The metal 3 layer:
Bar = 50 µm.
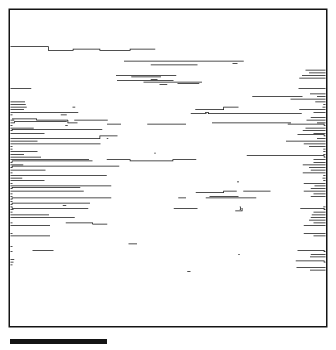
Routing congestion:
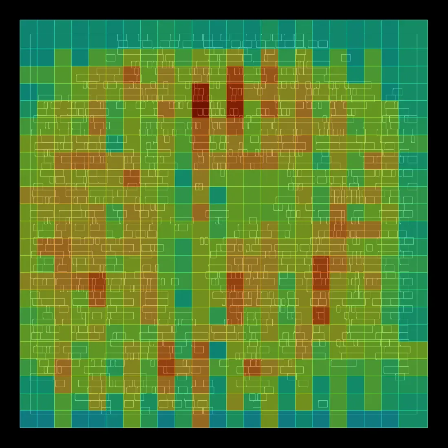
Logic cells by family:
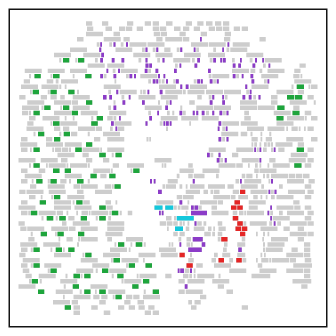
File: src/rtl/eth_parser_pkg.sv
// L2 parse-path types: header byte array, ethertype, capture FSM states.
// Latency: n/a (types and constants only).
// Backpressure: n/a.
package eth_parser_pkg;

  localparam int ETH_HDR_BYTES     = 18;
  localparam int ETH_MIN_HDR_BYTES = 14;

  // Byte 0 is the first byte of the frame.
  typedef logic [ETH_HDR_BYTES-1:0][7:0] eth_header_bytes_t;
  typedef logic [15:0]                   ethertype_t;

  localparam ethertype_t ETHERTYPE_VLAN = 16'h8100;

  typedef enum logic [1:0] {
    IDLE    = 2'd0,
    CAPTURE = 2'd1,
    HOLD    = 2'd2,
    DRAIN   = 2'd3
  } cap_state_e;

endpackage

File: src/rtl/eth_header_capture_ctrl_sat_counter.sv
// Saturating event counter; sticks at all-ones.
// Latency: count visible the cycle after inc.
// Backpressure: none.
module sat_counter #(
  parameter int W = 16
) (
  input  logic         clk,
  input  logic         rst_n,
  input  logic         inc,
  output logic [W-1:0] cnt
);

  always_ff @(posedge clk or negedge rst_n) begin
    if (!rst_n) begin
      cnt <= '0;
    end else if (inc && (cnt != '1)) begin
      cnt <= cnt + W'(1);
    end
  end

endmodule

File: src/rtl/eth_header_capture_ctrl.sv
// Captures the first 18 bytes of each frame, presents them until hdr_ready, drains the rest.
// Latency: fields_valid one cycle after the completing byte handshake (18th byte or s_last).
// Backpressure: s_ready low while the header is held; ETH_HDR_CAPTURE_STATS_EN adds frame/runt counters.
module eth_header_capture_ctrl
  import eth_parser_pkg::*;
#(
  parameter int STAT_W        = 16,
  parameter int MIN_HDR_BYTES = ETH_MIN_HDR_BYTES
) (
  input  logic              clk,
  input  logic              rst_n,
  input  logic              s_valid,
  input  logic [7:0]        s_data,
  input  logic              s_last,
  output logic              s_ready,
  output eth_header_bytes_t header_bytes,
  output ethertype_t        ethertype_raw,
  output logic              fields_valid,
  input  logic              hdr_ready,
  output logic [4:0]        byte_count,
  output logic              runt_err
`ifdef ETH_HDR_CAPTURE_STATS_EN
  ,
  output logic [STAT_W-1:0] frame_cnt,
  output logic [STAT_W-1:0] runt_cnt
`endif
);

  localparam logic [4:0] HDR_CNT  = 5'(ETH_HDR_BYTES);
  localparam logic [4:0] LAST_IDX = 5'(ETH_HDR_BYTES - 1);
  localparam logic [4:0] ET_CNT   = 5'(ETH_MIN_HDR_BYTES);
  localparam logic [4:0] MIN_CNT  = 5'(MIN_HDR_BYTES);

  cap_state_e        state_q, state_nxt;
  logic              ended_q, ended_nxt;
  eth_header_bytes_t hb_nxt;
  logic [4:0]        cnt_nxt;
  ethertype_t        et_nxt;
  logic              runt_nxt;
  logic              accept;

  // s_ready is the only unregistered output; forced low while in reset.
  assign s_ready = rst_n && (state_q != HOLD);
  assign accept  = s_valid && s_ready;

  always_ff @(posedge clk or negedge rst_n) begin
    if (!rst_n) begin
      state_q       <= IDLE;
      ended_q       <= 1'b0;
      header_bytes  <= '0;
      byte_count    <= '0;
      ethertype_raw <= '0;
      runt_err      <= 1'b0;
      fields_valid  <= 1'b0;
    end else begin
      state_q       <= state_nxt;
      ended_q       <= ended_nxt;
      header_bytes  <= hb_nxt;
      byte_count    <= cnt_nxt;
      ethertype_raw <= et_nxt;
      runt_err      <= runt_nxt;
      fields_valid  <= (state_nxt == HOLD);
    end
  end

  always_comb begin
    state_nxt = state_q;
    ended_nxt = ended_q;
    hb_nxt    = header_bytes;
    cnt_nxt   = byte_count;
    case (state_q)
      IDLE: begin
        if (accept) begin
          hb_nxt    = '0;
          hb_nxt[0] = s_data;
          cnt_nxt   = 5'd1;
          if (s_last) begin
            state_nxt = HOLD;
            ended_nxt = 1'b1;
          end else begin
            state_nxt = CAPTURE;
          end
        end
      end
      CAPTURE: begin
        if (accept && (byte_count < HDR_CNT)) begin
          hb_nxt[byte_count] = s_data;
          cnt_nxt            = byte_count + 5'd1;
          if (byte_count == LAST_IDX) begin
            state_nxt = HOLD;
            ended_nxt = s_last;
          end else if (s_last) begin
            state_nxt = HOLD;
            ended_nxt = 1'b1;
          end
        end
      end
      HOLD: begin
        if (hdr_ready) begin
          state_nxt = ended_q ? IDLE : DRAIN;
        end
      end
      DRAIN: begin
        if (accept && s_last) begin
          state_nxt = IDLE;
        end
      end
      default: state_nxt = IDLE;
    endcase
  end

  // Derived fields track the next header image so they are registered alongside it.
  always_comb begin
    et_nxt   = (cnt_nxt >= ET_CNT) ? {hb_nxt[12], hb_nxt[13]} : '0;
    runt_nxt = (cnt_nxt < MIN_CNT) ||
               ((et_nxt == ETHERTYPE_VLAN) && (cnt_nxt < HDR_CNT));
  end

`ifdef ETH_HDR_CAPTURE_STATS_EN
  logic hold_exit;
  assign hold_exit = (state_q == HOLD) && hdr_ready;

  sat_counter #(.W(STAT_W)) u_frame_cnt (
    .clk   (clk),
    .rst_n (rst_n),
    .inc   (hold_exit),
    .cnt   (frame_cnt)
  );

  sat_counter #(.W(STAT_W)) u_runt_cnt (
    .clk   (clk),
    .rst_n (rst_n),
    .inc   (hold_exit && runt_err),
    .cnt   (runt_cnt)
  );
`endif

endmodule

File: config.mk
export PLATFORM = sky130hd
export DESIGN_NAME = eth_header_capture_ctrl
export DESIGN_NICKNAME = d
export VERILOG_FILES = /design/src/rtl/eth_parser_pkg.sv /design/src/rtl/eth_header_capture_ctrl_sat_counter.sv /design/src/rtl/eth_header_capture_ctrl.sv
export SDC_FILE = /design/constraint.sdc
export NUM_CORES = 1
export LEC_CHECK = 0
export ABC_CLOCK_PERIOD_IN_PS = 2450
export CORE_MARGIN = 4
export CORE_UTILIZATION = 30
export CTS_BUF_LIST = sky130_fd_sc_hd__clkbuf_8 sky130_fd_sc_hd__clkbuf_16
export DETAILED_ROUTE_END_ITERATION = 12
export GPL_TIMING_DRIVEN = 0
export PLACE_DENSITY_LB_ADDON = 0.15
export SYNTH_ARGS = -nofsm -noshare
export SYNTH_HDL_FRONTEND = slang
export SYNTH_SLANG_ARGS = --single-unit
File: constraint.sdc
create_clock -name clk -period 2.45 [get_ports clk]
set_clock_uncertainty 0.1 [all_clocks]
set_input_delay 0.6125 -clock clk [delete_from_list [all_inputs] [get_ports clk]]
set_output_delay 0.6125 -clock clk [all_outputs]
set_load 0.02 [all_outputs]
==> run_results.csv <==
group,metric,value,unit
place,place_area,9400,µm²
yosys,aoi_share,8.62,%
critical_path,worst_r2r_startpoint,"state_q[1]",
layout,fillers,2363,
critical_path,startpoint,"state_q[1]",
timing,fin_setup_tns,0,ns
critical_path,worst_r2r_path_depth,7,
die,core,23600,µm²
yosys,ys.flop_type,"dfrtp_1",
route,routed_wirelength,23.4,mm
critical_path,required,2.71,ns
layout,reg_top3,"header_bytes x144, ethertype_raw x16, byte_count x5",
critical_path,critPathKind,"reg -> reg",
layout,nets,899,
pwr,leakage,4.83,nW
yosys,synth_cell_type_count,51,
route,vias_per_cell,4.77,
layout,final_area,10100,µm²
pwr,p_per_area,966,nW/µm²
pwr,pg_comb,3.55,mW
run_status,status,"finished clean",
yosys,ys_cells,676,
route,ant_nets,0,
cts,htree_levels,4,
die,initCoreUtil,30.7,%
critical_path,ff2ff_setup_slack,0.11,ns
yosys,simple_gate_share,16.9,%
cts,cts.path.max_buffers,2,
yosys,yosysWarnings,0,
yosys,ys.flops,170,
flow_run,drv_cap,0,
cts,cts_sinks,170,
yosys,fp_nets,693,
critical_path,cp-start-kind,"flop",
yosys,synth_area,7240,µm²
critical_path,max_stage_delay,0.48,ns
yosys,async_reset_ff_share,100,%
timing,rsz0062_at_grt,"true",
global_route,grt_util_all_layers,17.7,%
place,preCtsSetupSlack,-1.13,ns
timing,hold_viol,0,
yosys,syn_inst,676,
yosys,yosys.area_share.adder,0.691,%
timing,max_slew_margin,29.3,%
pwr,vdd_drop_max,508,µV
min_path,min_path_type,"in -> async",
timing,setup-violations-final,0,
global_route,grt_pass1_vias,5968,
global_route,grt_overflow,0,
cts,cts_root_buffer,"clkbuf_16",
Back to the opening pictures, 'the metal 3 layer':
wire length on this layer	2170 µm
longest straight run	61.6 µm
share of all routed wire	9.3%

Back to the opening pictures, 'routing congestion':
GRT busiest layer: met2
fin util: 42.9%

Back to the opening pictures, 'logic cells by family':
family	color	cells	most used
non-inverting ao/oa cells	red	14	a22o_1
mux cells	green	80	mux2i_1
fa/ha/maj cells	cyan	4	ha_1
nand cells	purple	136	nand2_1
logic share of the area: 27.2%
non-filler cells, final: 1213
most frequent logic cell in the layout: dfrtp_1

[stage by stage]
stage | total power [mW] | instances
2_1_floorplan | 5.61 | 676
3_3_place_gp | 7.26 | 1167
3_5_place_dp | 7.28 | 1168
4_1_cts | 9.89 | 1208
5_1_grt | 10.3 | 1213
6_report | 9.80 | 1213
[final cells by class]
class                      instances  area (µm²)  share of cell area (%)
sequential                       170        4250                    42.0
multi-input combinational        438        2760                    27.2
timing repair buffer             187        1900                    18.8
clock buffer                      18         439                    4.33
tap                              319         399                    3.94
buffer                            50         223                    2.20
clock inverter                    13        97.6                   0.962
inverter                          18        67.6                   0.666
[repair_timing]
| item | CTS | global route |
|---|---|---|
| buffers inserted | 3 | 5 |
| hold buffers | 6 | 0 |
| endpoints found under the hold margin | 4 | 0 |
| endpoints found under the setup margin | 144 | 36 |
| pin swaps | 2 | 2 |
| resized | 17 | 10 |
| gates cloned | 0 | 0 |
[routing by layer]
layer  vias to the layer above  share of wire [%]  global-route usage (%)
li1                       2723                  -                       -
met3                        14                9.3                    6.26
met4                         0               0.83                    3.66
met1                      2858                 45                    24.7
met5                         -                  0                       0
met2                       191                 44                    26.8
[Yosys cell counts, drive strengths merged, types with 2 or more instances]
cell type	number	share of area (%)
a22oi	2	0.21
o41ai	2	0.45
nor3	5	0.41
and4	2	0.24
dfrtp	170	59
o21ai	6	0.47
a22o	11	1.3
inv	18	0.93
nand3	51	3.5
nor4b	2	0.33
clkbuf	36	1.9
and2	4	0.35
nor4	6	0.93
nand2	79	4.1
buf	14	1.0
nor2b	7	0.60
ha	4	0.69
nand4b	2	0.54
mux2i	72	9.9
mux2	8	1.2
o31ai	2	0.21
a21oi	57	4.0
nand4	2	0.17
nor2	96	5.2
a31oi	5	0.81
Power is estimated from default activity; no workload was simulated.
